`config.mk`:
```
export PLATFORM = sky130hd
export DESIGN_NAME = spi_frame_responder_flat
export DESIGN_NICKNAME = d
export VERILOG_FILES = /design/src/rtl/spi_frame_responder_if.sv /design/src/rtl/spi_frame_responder.sv /design/src/flat_wrapper.sv
export SDC_FILE = /design/constraint.sdc
export NUM_CORES = 1
export LEC_CHECK = 0
export ABC_AREA = 1
export CORE_MARGIN = 5
export CORE_UTILIZATION = 38
export DETAILED_ROUTE_END_ITERATION = 6
export PLACE_DENSITY = 0.67
export RECOVER_POWER = 100
export SYNTH_ARGS = -nofsm -noshare
export SYNTH_HDL_FRONTEND = slang
export SYNTH_SLANG_ARGS = --single-unit
```
`constraint.sdc`:
```
create_clock -name input_clock -period 3.75 [get_ports input_clock]
set_input_delay 1.125 -clock input_clock [delete_from_list [all_inputs] [get_ports input_clock]]
set_output_delay 1.125 -clock input_clock [all_outputs]
set_load 0.05 [all_outputs]
```
`src/rtl/spi_frame_responder_if.sv`:
```
// ---------------------------------------------------------------------------
// spi_frame_responder_if
// Bundles the SPI pins and the tx/rx word handshake of spi_frame_responder.
//   slave  : the responder (drives MISO, rx side, tx_ready, status pulses)
//   master : the SPI controller / host logic around it
// Signals:
//   spi_sclk, spi_cs_n, spi_mosi  controller -> responder pins
//   spi_miso, spi_miso_oe         responder -> controller pin and its enable
//   tx_data/tx_valid/tx_ready     next response frame handshake
//   rx_data/rx_valid              last complete MOSI frame
//   frame_error, tx_underrun      1-cycle status pulses
//   bit_count                     bits sampled in the current frame
// ---------------------------------------------------------------------------
interface spi_frame_responder_if #(
    parameter int FRAME_BITS = 32
);
    logic                              spi_sclk;
    logic                              spi_cs_n;
    logic                              spi_mosi;
    logic                              spi_miso;
    logic                              spi_miso_oe;
    logic [FRAME_BITS-1:0]             tx_data;
    logic                              tx_valid;
    logic                              tx_ready;
    logic [FRAME_BITS-1:0]             rx_data;
    logic                              rx_valid;
    logic                              frame_error;
    logic                              tx_underrun;
    logic [$clog2(FRAME_BITS+1)-1:0]   bit_count;

    modport slave (
        input  spi_sclk, spi_cs_n, spi_mosi, tx_data, tx_valid,
        output spi_miso, spi_miso_oe, tx_ready, rx_data, rx_valid,
               frame_error, tx_underrun, bit_count
    );

    modport master (
        output spi_sclk, spi_cs_n, spi_mosi, tx_data, tx_valid,
        input  spi_miso, spi_miso_oe, tx_ready, rx_data, rx_valid,
               frame_error, tx_underrun, bit_count
    );
endinterface

```
`src/rtl/spi_frame_responder.sv`:
```
// ---------------------------------------------------------------------------
// spi_frame_responder
// SPI peripheral-side frame responder (CPOL=0, CPHA=1) used as a loopback /
// ADC stand-in. SCLK, CS_N and MOSI are oversampled in the input_clock
// domain; one FRAME_BITS-wide MOSI frame is captured per CS_N low window
// while a pre-loaded response word is shifted out on MISO, MSB first.
// Ports:
//   input_clock  system clock (>= 8x SCLK)
//   reset        synchronous, active-high
//   bus          spi_frame_responder_if.slave (pins + tx/rx handshake)
// ---------------------------------------------------------------------------
module spi_frame_responder #(
    parameter int                    FRAME_BITS   = 32,
    parameter logic [FRAME_BITS-1:0] DEFAULT_WORD = '0
) (
    input  logic                  input_clock,
    input  logic                  reset,
    spi_frame_responder_if.slave  bus
);
    localparam int             BW   = $clog2(FRAME_BITS + 1);
    localparam logic [BW-1:0]  FULL = BW'(FRAME_BITS);

    typedef enum logic [1:0] {RESYNC, IDLE, SHIFT, HOLD} state_t;

    // -----------------------------------------------------------------------
    // Input conditioning: 2-flop synchronizers, history flops for edges.
    // -----------------------------------------------------------------------
    logic [1:0] cs_sync, sclk_sync, mosi_sync;
    logic       cs_hist, sclk_hist;

    always_ff @(posedge input_clock) begin
        if (reset) begin
            cs_sync   <= 2'b11;
            cs_hist   <= 1'b1;
            sclk_sync <= 2'b00;
            sclk_hist <= 1'b0;
            mosi_sync <= 2'b00;
        end else begin
            cs_sync   <= {cs_sync[0], bus.spi_cs_n};
            cs_hist   <= cs_sync[1];
            sclk_sync <= {sclk_sync[0], bus.spi_sclk};
            sclk_hist <= sclk_sync[1];
            mosi_sync <= {mosi_sync[0], bus.spi_mosi};
        end
    end

    logic cs_fall, cs_rise, sclk_rise, sclk_fall, mosi_s;
    assign cs_fall   =  cs_hist   & ~cs_sync[1];
    assign cs_rise   = ~cs_hist   &  cs_sync[1];
    assign sclk_rise = ~sclk_hist &  sclk_sync[1];
    assign sclk_fall =  sclk_hist & ~sclk_sync[1];
    // MOSI goes through the same depth as SCLK, so it lines up with the
    // falling-edge event that samples it.
    assign mosi_s    = mosi_sync[1];

    // -----------------------------------------------------------------------
    // Frame state machine, tx holding buffer and registered outputs.
    // -----------------------------------------------------------------------
    state_t                state;
    logic [1:0]            settle;
    logic [FRAME_BITS-1:0] tx_buf, tx_sh, rx_sh, rx_word;
    logic                  buf_full;
    logic                  miso, miso_oe, rx_vld, frm_err, underrun;
    logic [BW-1:0]         bcnt;

    always_ff @(posedge input_clock) begin
        if (reset) begin
            state    <= RESYNC;
            settle   <= 2'd0;
            tx_buf   <= '0;
            buf_full <= 1'b0;
            tx_sh    <= '0;
            rx_sh    <= '0;
            rx_word  <= '0;
            miso     <= 1'b0;
            miso_oe  <= 1'b0;
            rx_vld   <= 1'b0;
            frm_err  <= 1'b0;
            underrun <= 1'b0;
            bcnt     <= '0;
        end else begin
            rx_vld   <= 1'b0;
            frm_err  <= 1'b0;
            underrun <= 1'b0;

            // Accept only into an empty buffer; a load into the shift
            // register needs a full one, so the two never collide. A word
            // accepted on the frame-start cycle waits for the next frame.
            if (bus.tx_valid && !buf_full) begin
                tx_buf   <= bus.tx_data;
                buf_full <= 1'b1;
            end

            if (state != RESYNC && cs_rise) begin
                // CS_N release wins over any SCLK edge in the same cycle.
                miso    <= 1'b0;
                miso_oe <= 1'b0;
                if (bcnt == FULL) begin
                    rx_word <= rx_sh;
                    rx_vld  <= 1'b1;
                end else begin
                    frm_err <= 1'b1;
                end
                bcnt  <= '0;
                state <= IDLE;
            end else begin
                case (state)
                    RESYNC: begin
                        // The synchronizers come out of reset reading
                        // cs_n=1; let real pin samples flush through before
                        // trusting that, so a mid-frame reset never rejoins.
                        if (settle != 2'd3)
                            settle <= settle + 2'd1;
                        else if (cs_sync[1])
                            state <= IDLE;
                    end
                    IDLE: begin
                        bcnt <= '0;
                        if (cs_fall) begin
                            if (buf_full) begin
                                tx_sh    <= tx_buf;
                                buf_full <= 1'b0;
                            end else begin
                                tx_sh    <= DEFAULT_WORD;
                                underrun <= 1'b1;
                            end
                            rx_sh   <= '0;
                            miso    <= 1'b0;
                            miso_oe <= 1'b1;
                            state   <= SHIFT;
                        end
                    end
                    SHIFT: begin
                        if (sclk_rise) begin
                            miso  <= tx_sh[FRAME_BITS-1];
                            tx_sh <= {tx_sh[FRAME_BITS-2:0], 1'b0};
                        end
                        if (sclk_fall) begin
                            rx_sh <= {rx_sh[FRAME_BITS-2:0], mosi_s};
                            bcnt  <= bcnt + BW'(1);
                            if (bcnt + BW'(1) == FULL) begin
                                // Last bit already sampled by the controller
                                // on this falling edge; park MISO low.
                                miso  <= 1'b0;
                                state <= HOLD;
                            end
                        end
                    end
                    HOLD: begin
                        miso <= 1'b0;
                    end
                endcase
            end
        end
    end

    assign bus.spi_miso    = miso;
    assign bus.spi_miso_oe = miso_oe;
    assign bus.tx_ready    = ~buf_full;
    assign bus.rx_data     = rx_word;
    assign bus.rx_valid    = rx_vld;
    assign bus.frame_error = frm_err;
    assign bus.tx_underrun = underrun;
    assign bus.bit_count   = bcnt;
endmodule

```
`src/flat_wrapper.sv`:
```
// flat-port wrapper written by rule: the top's interface ports become plain ports
module spi_frame_responder_flat 
#(
    parameter int                    FRAME_BITS   = 32,
    parameter logic [FRAME_BITS-1:0] DEFAULT_WORD = '0
)
  (input_clock, reset, bus_spi_sclk, bus_spi_cs_n, bus_spi_mosi, bus_tx_data, bus_tx_valid, bus_spi_miso, bus_spi_miso_oe, bus_tx_ready, bus_rx_data, bus_rx_valid, bus_frame_error, bus_tx_underrun, bus_bit_count);
  spi_frame_responder_if #(.FRAME_BITS(FRAME_BITS)) bus_i ();
  input  logic input_clock;
  input  logic reset;
  input wire logic [$bits(bus_i.spi_sclk)-1:0] bus_spi_sclk;
  input wire logic [$bits(bus_i.spi_cs_n)-1:0] bus_spi_cs_n;
  input wire logic [$bits(bus_i.spi_mosi)-1:0] bus_spi_mosi;
  input wire logic [$bits(bus_i.tx_data)-1:0] bus_tx_data;
  input wire logic [$bits(bus_i.tx_valid)-1:0] bus_tx_valid;
  output wire logic [$bits(bus_i.spi_miso)-1:0] bus_spi_miso;
  output wire logic [$bits(bus_i.spi_miso_oe)-1:0] bus_spi_miso_oe;
  output wire logic [$bits(bus_i.tx_ready)-1:0] bus_tx_ready;
  output wire logic [$bits(bus_i.rx_data)-1:0] bus_rx_data;
  output wire logic [$bits(bus_i.rx_valid)-1:0] bus_rx_valid;
  output wire logic [$bits(bus_i.frame_error)-1:0] bus_frame_error;
  output wire logic [$bits(bus_i.tx_underrun)-1:0] bus_tx_underrun;
  output wire logic [$bits(bus_i.bit_count)-1:0] bus_bit_count;
  assign bus_i.spi_sclk = bus_spi_sclk;
  assign bus_i.spi_cs_n = bus_spi_cs_n;
  assign bus_i.spi_mosi = bus_spi_mosi;
  assign bus_i.tx_data = bus_tx_data;
  assign bus_i.tx_valid = bus_tx_valid;
  assign bus_spi_miso = bus_i.spi_miso;
  assign bus_spi_miso_oe = bus_i.spi_miso_oe;
  assign bus_tx_ready = bus_i.tx_ready;
  assign bus_rx_data = bus_i.rx_data;
  assign bus_rx_valid = bus_i.rx_valid;
  assign bus_frame_error = bus_i.frame_error;
  assign bus_tx_underrun = bus_i.tx_underrun;
  assign bus_bit_count = bus_i.bit_count;
  spi_frame_responder #(.FRAME_BITS(FRAME_BITS), .DEFAULT_WORD(DEFAULT_WORD)) u_core (.input_clock(input_clock), .reset(reset), .bus(bus_i));
endmodule
```
Fig. 1: run 1, metal 3
Scale: 4 px per um.
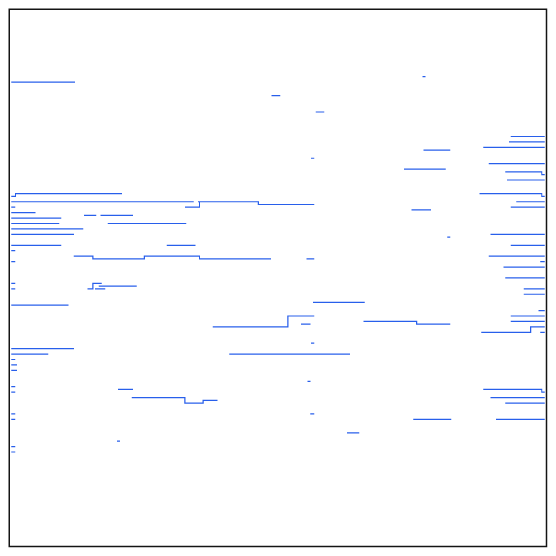
nets with wire on the layer: 65
share of all routed wire: 5.7%
met3 Track Usage GR: 4.689%
Vias: 4,927
Post-Route WL: 13,410 um

Fig. 2: run 1, cell sizes after repair
Scale: 3 px per um.
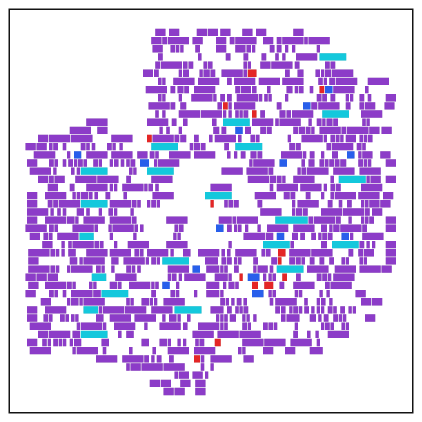
[x3 and x4] blue | cells: 14 | share: 1.7%
[x2] red | cells: 14 | share: 1.7%
[x1 and smaller] purple | cells: 762 | share: 94%
[x6 and larger] cyan | cells: 21 | share: 2.6%
Area Growth Syn to Fin: 23.91%
Plain + repair buffers: 91
fin worst setup slack: 751.4 ps
Final Cell Area: 7236 sq um

==> results.json, run 1 <==
{
  "path_depth": 5,
  "hold_buffers": 0,
  "grt_use_met1_pct": 20.86,
  "violations": "capacitance limit, slew limit",
  "cap_violations": 1,
  "crit_family": "buffers and inverters",
  "tightest_slew_ps": 1843,
  "syn_area_per_cell_sq_um": 7.891,
  "outcome": "finished, violations left",
  "lay_top_cells": "163 x nor2_1, 152 x dfxtp_1, 100 x o21ai_0, 92 x nand2_1, 45 x dlygate4sd3_1",
  "slew_violations": 43,
  "synthCells": 740,
  "r2r_slack_ps": 820,
  "worstSkewPairLatency_ps": 420,
  "crit_buf_inv": 3,
  "top_logic_kind": "simple AND/OR/NAND/NOR gates",
  "placed_cell_area_sq_um": 6704,
  "cts_buffer_depth": 2,
  "fin_crit_ps": 2999,
  "max_stage_delay_ps": 710
}
Fig. 3: run 1, placement by cell class
Scale: 3 px per um. Fill, decap, tap and diode cells in gray.
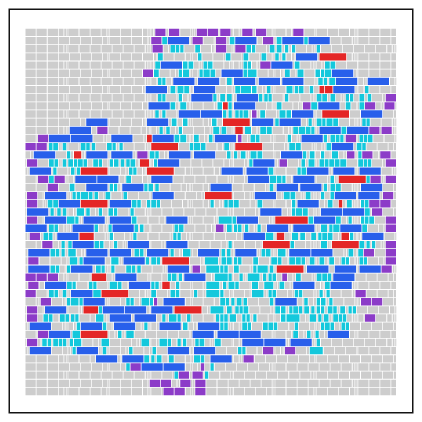
[registers] blue | cells: 152
[remaining logic cells] cyan | cells: 536
[clock drivers and dummy loads] red | cells: 32
[remaining buffers and delay cells] purple | cells: 91

Fig. 4: run 1, logic cells by family
Scale: 3 px per um.
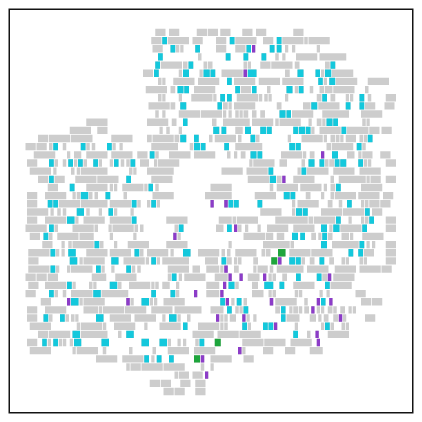
[inv cells] purple | cells: 33
[aoi and oai cells] cyan | cells: 185 | where: all over the die
[and/or cells] green | cells: 4 | where: bottom center
multi-input logic portion of the cell area: 33.10%
post-route insts no fill: 999

run 1: cell type report:
type | count | area [sq um]
tap | 188 | 235.2
sequential | 152 | 3043
inverter | 33 | 123.9
timing repair buffer | 91 | 869.6
clock inverter | 11 | 98.84
multi-input combinational | 503 | 2395
clock buffer | 21 | 470.5
fill | 1488 | 7910
run 1: per-layer routing:
metal / routed length [um] / share of wire [%]
met3: 761 / 5.7
met4: 189 / 1.4
met1: 6655 / 50
met5: 0 / 0
met2: 5805 / 43
run 1: worst reg2reg max path, cell delays in order (launching register included):
cell	delay, ps
dfxtp_1	340
inv_1	120
ha_1	330
clkbuf_2	610
inv_2	470
nor3_1	310
buf_4	360
a22oi_1	150
nor2_1	150
## Run 2: what changed since run 1
- PLACE_DENSITY: 0.67 -> 0.69
- clock period: 3.75 -> 2.7 ns (I/O delays scaled with it)
Fig. 5: run 2, metal 3
Scale: 4 px per um.
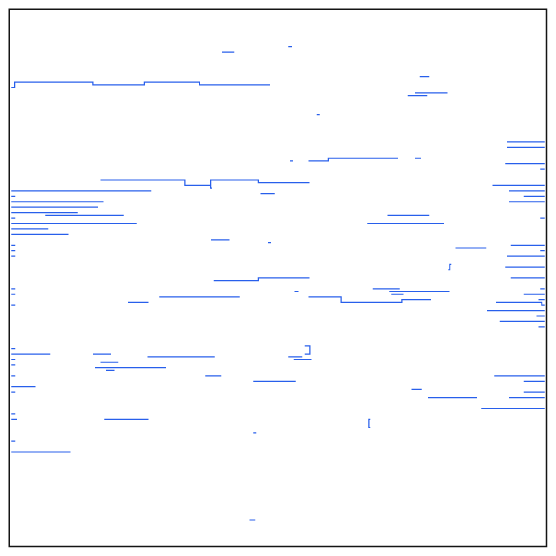
main direction: horizontal
wire length on this layer: 822 um
nets with wire on the layer: 77
longest straight run: 34.7 um
share of all routed wire: 6.3%
met3 Track Usage GR: 4.951%
Post-Route WL: 13,040 um
Vias: 4,959

Fig. 6: run 2, cell sizes after repair
Scale: 3 px per um.
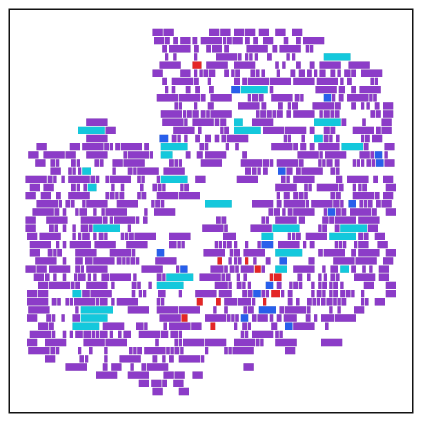
[x2] red | cells: 12 | share: 1.5%
[x6 and larger] cyan | cells: 28 | share: 3.4%
[x3 and x4] blue | cells: 17 | share: 2.1%
[x1 and smaller] purple | cells: 758 | share: 93%
Final Cell Area: 7297 sq um
Area Growth Syn to Fin: 24.96%
Plain + repair buffers: 95

==> run 2 against run 1 <==
  * Sequential power rose by 38%
  * Cell count rose by 0.40%
  * First-iteration DRC count fell by 30%
  * Total power rose by 41%
  * The run now ends clean
  * Non-clock buffer count rose by 4
  * Critical endpoint is now bus_bit_count[1]
  * Sequential share of layout area fell by 0.35 points
  * Global-route usage fell by 0.22 points
  * Hold slack improved by 4.7 ps
  * Clock-buffer cell count fell by 4
  * Sequential cell count did not move
  * Register-to-register slack got worse by 560 ps
==> results.json, run 2 <==
{
  "outcome": "complete, no violations",
  "powerSeq_mw": 2.71,
  "max_stage_delay_ps": 910,
  "syn_area_per_cell_sq_um": 7.891,
  "highest_layer": "met4",
  "flop_area_sq_um": 3043,
  "fin_crit_ps": 2587,
  "wl_met1_um": 6495,
  "placed_cell_area_sq_um": 6756,
  "logic_gates": 503,
  "buffer_area_share_pct": 12.53,
  "seq_share_pct": 41.70,
  "switching_share_pct": 32.10,
  "seq_cells": 152,
  "logic_area_sq_um": 2399,
  "finalNonFillerCells": 1003,
  "lay_top_cells": "163 x nor2_1, 152 x dfxtp_1, 99 x o21ai_0, 93 x nand2_1, 43 x dlygate4sd3_1",
  "grt_use_met1_pct": 20.19,
  "crit_buf_inv": 1,
  "cap_violations": 0,
  "slew_violations": 0,
  "top_logic_kind": "simple AND/OR/NAND/NOR gates",
  "dominant_cells": "registers",
  "hold_buffers": 0,
  "tap-cell-count": 188,
  "final.setup.worst_slack_ps": 112.5,
  "comb_share_pct": 32.87,
  "cts_buffer_depth": 2,
  "inverters_excl_clock": 33,
  "met3_length_um": 822,
  "nFillCells": 1475,
  "clk_share_pct": 7.973,
  "tightest_slew_ps": 968.7,
  "placementRows": 45,
  "warnings": 32
}
-- run 2: cell counts after synthesis --
Identical to the previous run, type by type.
-- run 2: worst paths after layout --
check	start	end	slack, ps	cells after the start
worst min-delay path	u_core.mosi_sync[0]	u_core.mosi_sync[1]	410	2
worst max-delay path	u_core.bus.bit_count[1]	bus_bit_count[1]	110	1
worst max register to register	u_core.state[0]	u_core.rx_sh[9]	260	9
worst min register to register	u_core.mosi_sync[0]	u_core.mosi_sync[1]	410	2
-- run 2: kinds of logic (layout without fill, tap and decap cells) --
group,after synthesis,count (layout)
AOI/OAI and AO/OA,186,186
adders and majority gates,9,9
and+or+nand+nor,307,307
DFF,152,152
muxes,1,1
buffers and inverters,85,160
Power figures rest on the tool's default switching activity, not on a simulated workload.
